**Run 1: layout detail**

Window x 46 to 66, y 46 to 66 um. Cells in grey, sequential cells in the stronger grey; small squares are vias.
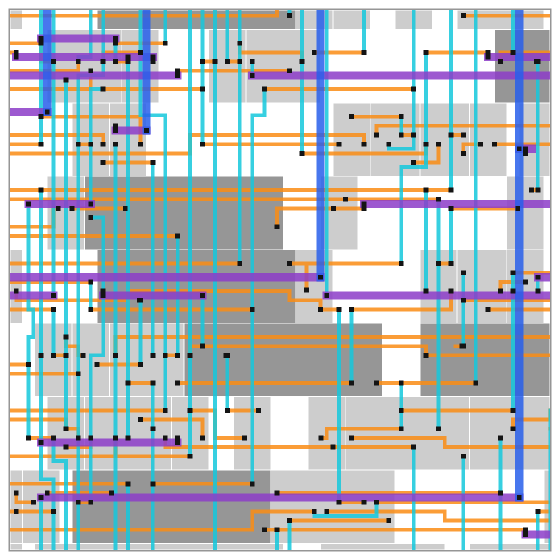
**Run 1: clock distribution**

Bar = 50 um.
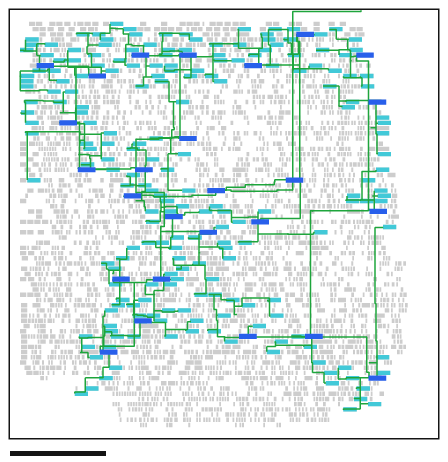
**Run 1: ports around the boundary**

Pins as bars across the die edge, other pins in grey.
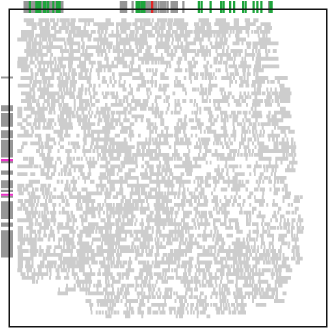
Design muldiv_ctrl, sky130hd; sources not shown.
==> run summary, run 1 <==
seq_cells: 204
Comb gates: 2707
setup TNS: 0 ns
Floorplan Nets: 3690
Slew Limit Fails: 0
total number of vias: 24710
synthesis area per yosys: 0.01960 sq mm
1st-pass router iterations: 6
CP Launch Type: flip-flop
crit path cell chain: inv_1, nand3_2, nor2_1, nand3_1, nor2_1, nand2_1, nand3_1, nand2_1, o21ai_0, nand2_1, a31oi_1
fraction of layout cells with a size suffix above 1: 0.05984
worst setup margin: 0.1819 ns
commonest non-fill, non-tap cell in the layout: nand2_1
routed wire length: 92320 um
floorplan core density: 0.4329
CP Max Fanout: 5
post-route cell area: 0.02310 sq mm
Iter 0 DRT Violations: 3464
routability cong.: 1.093
total number of yosys warnings: 0
pre-CTS WS: 0.1396 ns
gr ovfl total: 0
count of library flops with an enable pin: 0
GR Util All Layers: 0.3535
Die Size: 0.04995 sq mm
relative slew slack: 0.3200
Well Taps: 600
Longest Clk Path Bufs: 3
PwrDens: 472.8 mW/mm^2
Gate Area: 0.01311 sq mm
clock sinks: 204
routed length per placed instance: 21.49 um
Crit path largest cell delay: 0.50 ns
DP Cell Count: 4245
status: finished clean
ys flop type: dfxtp_1
worst vdd ir: 384.5 uV
Synthesized registers: 204
routed vias/inst: 5.752
worst slew pin tran: 1.019 ns
synthesized area per cell: 5.528 sq um
Area growth syn-to-layout: 17.83%
CTS tree: done
Synth cell types: 50
final worst path period share: 0.9413
post-synthesis sequential area ratio: 0.2083
reg2reg setup slack: 0.18 ns
WS Path Type: flip-flop to flip-flop
Non-CTS buffers: 259
share of synthesized registers carrying an async set or reset: 0
Log Warnings: 29
vias in the first global route: 22150
Top Layout Cells: nand2_1 (992), inv_1 (469), nor2_1 (386)
final std cells w/o fill: 4296
RSZ-0062 raised after global routing: no
Final setup viols: 0
initial antenna violation count: 2
buffers plus inverters on the worst setup path: 1
critical path depth: 11
antenna cells: 3
Notes on 'layout detail' above:
- orange: met1
- blue: met4
- purple: met3
- cyan: met2
- most frequent: inv_1 (9), nand2_1 (9), dfxtp_1 (5)
- cells with their middle in the window: 34
- sequential cells in the window: 5

Notes on 'clock distribution' above:
- cyan: flip-flops (count 204)
- blue: cells driving clock nets (count 26)
- green: clock wires (length 3220 um)
- routed clock nets: 27
- flops lie: all over the die
Clock Power: 0.00344 W
Late-Pin Clk Latency: 0.58 ns

Notes on 'ports around the boundary' above:
- red: EXMtHi (pins 1; direction input; edge north)
- magenta: EXOp (pins 2; direction input; edge west)
- green: Hi (pins 32; direction output; edge north)
die width: 223.5 um
Die Y: 223.5 um
quantity of I/O buffers inserted on ports: 138

[run 1: metal layers]
| metal | share of wire | track usage |
|---|---|---|
| met5 | 0 | 0 |
| met4 | 0.060 | 0.1648 |
| met3 | 0.12 | 0.07618 |
| met2 | 0.40 | 0.5063 |
| met1 | 0.42 | 0.5046 |
[run 1: cells by family (layout without fill, tap and decap cells)]
family,after synthesis,count (layout),share of synthesized area
DFF,204,204,0.2083
and+or+nand+nor,1821,1821,0.3865
buffers and inverters,635,782,0.1246
adders and majority gates,72,72,0.04673
other,0,3,0
AOI/OAI and AO/OA,745,745,0.2030
xor gates and xnor gates,69,69,0.03083
[run 1: report_power, final]
| part | total (W) | internal [W] | leakage [nW] | switching (W) |
|---|---|---|---|---|
| combinational | 0.00441 | 0.00140 | 9.08 | 0.00300 |
| sequential | 0.00307 | 0.00284 | 1.68 | 0.000233 |
| clock | 0.00344 | 0.00211 | 0.463 | 0.00133 |
| total | 0.0109 | 0.00635 | 11.2 | 0.00457 |
[run 1: synthesized netlist by cell type, types with 18 or more instances]
| cell | number | area [sq um] |
|---|---|---|
| a21oi_1 | 295 | 1476 |
| a31oi_1 | 21 | 131.4 |
| buf_1 | 18 | 67.56 |
| buf_2 | 23 | 115.1 |
| clkbuf_1 | 114 | 427.9 |
| dfxtp_1 | 204 | 4084 |
| ha_1 | 70 | 875.8 |
| inv_1 | 470 | 1764 |
| nand2_1 | 992 | 3724 |
| nand3_1 | 304 | 1521 |
| nand3b_1 | 18 | 135.1 |
| nand4_1 | 31 | 193.9 |
| nor2_1 | 390 | 1464 |
| nor3_1 | 35 | 175.2 |
| o211ai_1 | 30 | 225.2 |
| o21ai_0 | 337 | 1687 |
| xor2_1 | 66 | 578.1 |
**Run 1: the clock network**

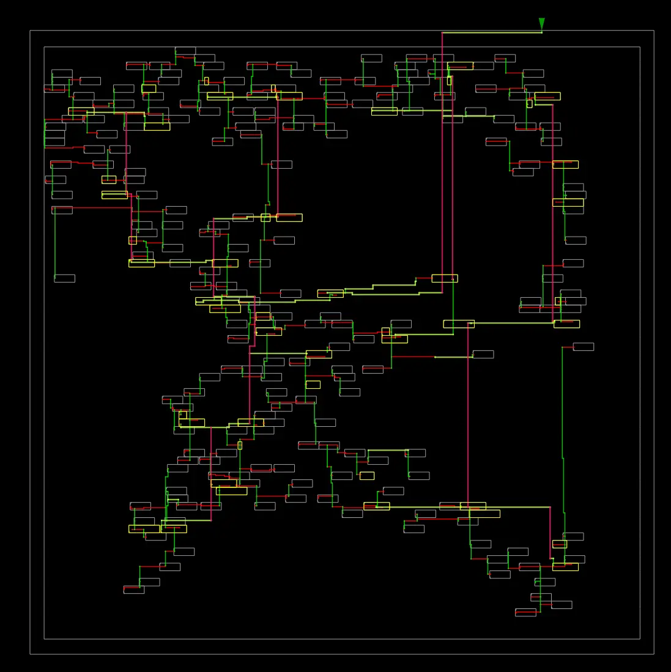

--- run 2 (diff from run 1) ---
==> constraint.sdc (replaced) <==
create_clock -name clk -period 3.73 [get_ports clk]
set_clock_uncertainty 0.05 [all_clocks]
set_input_delay 0.5595 -clock clk [delete_from_list [all_inputs] [get_ports clk]]
set_output_delay 0.5595 -clock clk [all_outputs]
set_load 0.01 [all_outputs]
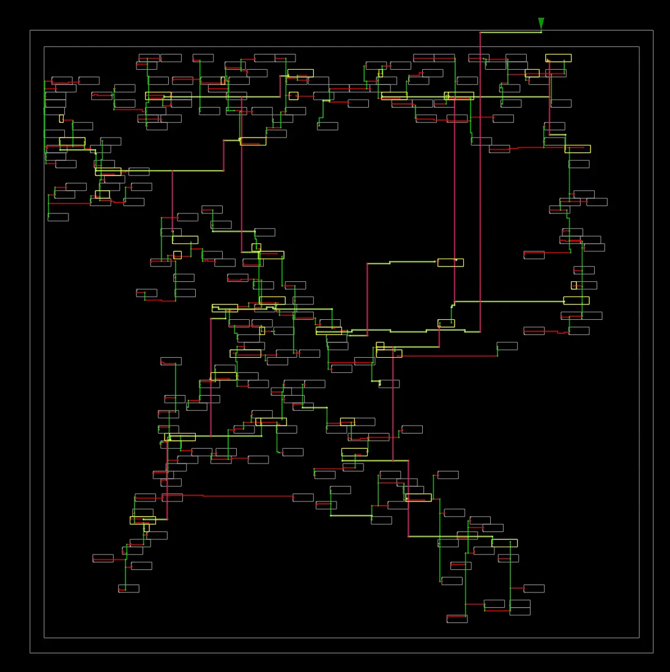
**Above:** run 2 (the clock network).
clock sinks: 204
Late-Pin Clk Latency: 0.56 ns
Clock Power: 0.00235 W
seq_cells: 204

==> run 2 against run 1 <==
Effect of this change: global-route usage is 0.15 points higher; wire length rose by 0.93%; count of clock-buffer cells in the layout decreased by 5; sequential share of layout area rose by 0.46 points; utilization shrank 1.3 points; clock power decreased by 32%; critical path depth up 7; first-iteration DRC count up 7.2%; register-to-register slack improved by 0.27 ns; worst setup slack better by 0.27 ns; area after synthesis is the same; final cell count is 1.1% lower.
==> run summary, run 2 <==
Area growth syn-to-layout: 14.82%
total number of vias: 24380 (-1.3%)
Synthesized registers: 204 (unchanged)
Die Y: 223.5 um (unchanged)
worst slew pin tran: 0.9853 ns (-0.03359 ns)
setup TNS: 0 ns (unchanged)
share of synthesized registers carrying an async set or reset: 0 (unchanged)
routed wire length: 93180 um (+0.93%)
crit path cell chain: inv_1, ha_1, fa_1, inv_1, nand2_1, nand2_1, nand3_1, nand2_1, nand2_2, nand2_4, nand2_4, nand3_2, nand2_2, buf_12, nand2_1, nand3_1, nand3_1, a21oi_1
synthesis area per yosys: 0.01960 sq mm (unchanged)
Floorplan Nets: 3690 (unchanged)
commonest non-fill, non-tap cell in the layout: nand2_1
WS Path Type: flip-flop to flip-flop
status: finished clean
Most Crowded Layer GR: met1
worst vdd ir: 390.4 uV (+1.5%)
CP Max Fanout: 19 (+14)
final std cells w/o fill: 4247 (-1.1%)
Top Layout Cells: nand2_1 (992), inv_1 (469), nor2_1 (386)
most frequent cells after synthesis: nand2_1 (992), inv_1 (470), nor2_1 (390), o21ai_0 (337), nand3_1 (304)
CP arrival: 3.63 ns
cell with the most instances after synthesis: nand2_1
GR Util All Layers: 0.3550 (+0.001532)
Slew Limit Fails: 0 (unchanged)
Synth area leaders: dfxtp_1 (21%), nand2_1 (19%), inv_1 (9.0%)
Mapped Cells: 3546
fraction of layout cells with a size suffix above 1: 0.04746 (-0.01238)
post-synthesis sequential area ratio: 0.2083 (unchanged)
grt met1 use: 0.5181 (+0.01349)
vias in the first global route: 21730 (-1.9%)
gr ovfl total: 0 (unchanged)
M3 GR Usage: 0.08263 (+0.006447)
cell type with the largest total area: dfxtp_1
worst setup margin: 0.4514 ns (+0.2695 ns)
Hold Buf Count CTS: 0
total number of yosys warnings: 0 (unchanged)
CP Launch Type: flip-flop
PwrDens: 378.4 mW/mm^2 (-20%)
ys flop type: dfxtp_1
synthesized area per cell: 5.528 sq um (unchanged)
post-synth top area share: 0.2083 (unchanged)
initial antenna violation count: 1 (-1)
reg2reg setup slack: 0.45 ns (+0.27 ns)
routed length per placed instance: 21.94 um (+2.1%)
Iter 0 DRT Violations: 3713 (+7.2%)
routability cong.: 1.087 (-0.56%)
RSZ-0062 raised after global routing: no
Die Size: 0.04995 sq mm (unchanged)
Crit path largest cell delay: 0.45 ns (-0.05 ns)
die width: 223.5 um (unchanged)
ANT nets after route: 0
pre-CTS WS: 0.5571 ns (+0.4174 ns)
routed vias/inst: 5.741 (-0.19%)
relative slew slack: 0.3431 (+0.02314)
floorplan core density: 0.4329 (unchanged)
Log Warnings: 29 (unchanged)
post-route cell area: 0.02251 sq mm (-2.6%)
[run 2: cell types whose count changed in the layout (fill, tap and decap cells not counted)]
cell,change
clkinvlp_4,-1
clkinv_8,+1
clkbuf_8,-3
bufinv_16,-4
diode_2,-1
clkbuf_16,-2
buf_12,-5
buf_4,-37
clkinv_4,+1
clkinv_2,+3
clkinv_16,-1
[run 2: per-layer routing]
metal / vias up / share of wire
met1: 11050 / 0.43
met3: 218 / 0.12
li1: 11640 / -
met2: 1468 / 0.40
met4: 2 / 0.047
met5: - / 0.00014
[run 2: logic make-up after synthesis]
kind of cell               after synthesis  synth area share
xor gates and xnor gates                69           0.03083
DFF                                    204            0.2083
and+or+nand+nor                       1821            0.3865
buffers and inverters                  635            0.1246
adders and majority gates               72           0.04673
AOI/OAI and AO/OA                      745            0.2030
[run 2: power breakdown]
| group | switching [W] | internal, W |
|---|---|---|
| Clock | 0.00104 | 0.00132 |
| Sequential | 0.000200 | 0.00236 |
| Combinational | 0.00250 | 0.00110 |
[run 2: final cells by class]
type                       count  area (sq um)  share of cell area
sequential                   204          4085              0.1815
tap                          600         750.7             0.03336
clock inverter                11         103.9            0.004614
multi-input combinational   2707         13110              0.5826
inverter                     475          1785             0.07933
clock buffer                  31         656.9             0.02919
timing repair buffer         217          2007             0.08917
antenna                        2         5.005           0.0002224
[run 2: critical path, delay by kind of cell (launching register included)]
| family | cells | cell delay (ns) |
|---|---|---|
| and+or+nand+nor | 12 | 1.37 |
| adders and majority gates | 2 | 0.60 |
| buffers and inverters | 3 | 0.57 |
| DFF | 1 | 0.45 |
| AOI/OAI and AO/OA | 1 | 0.08 |
Power is estimated from default activity; no workload was simulated.
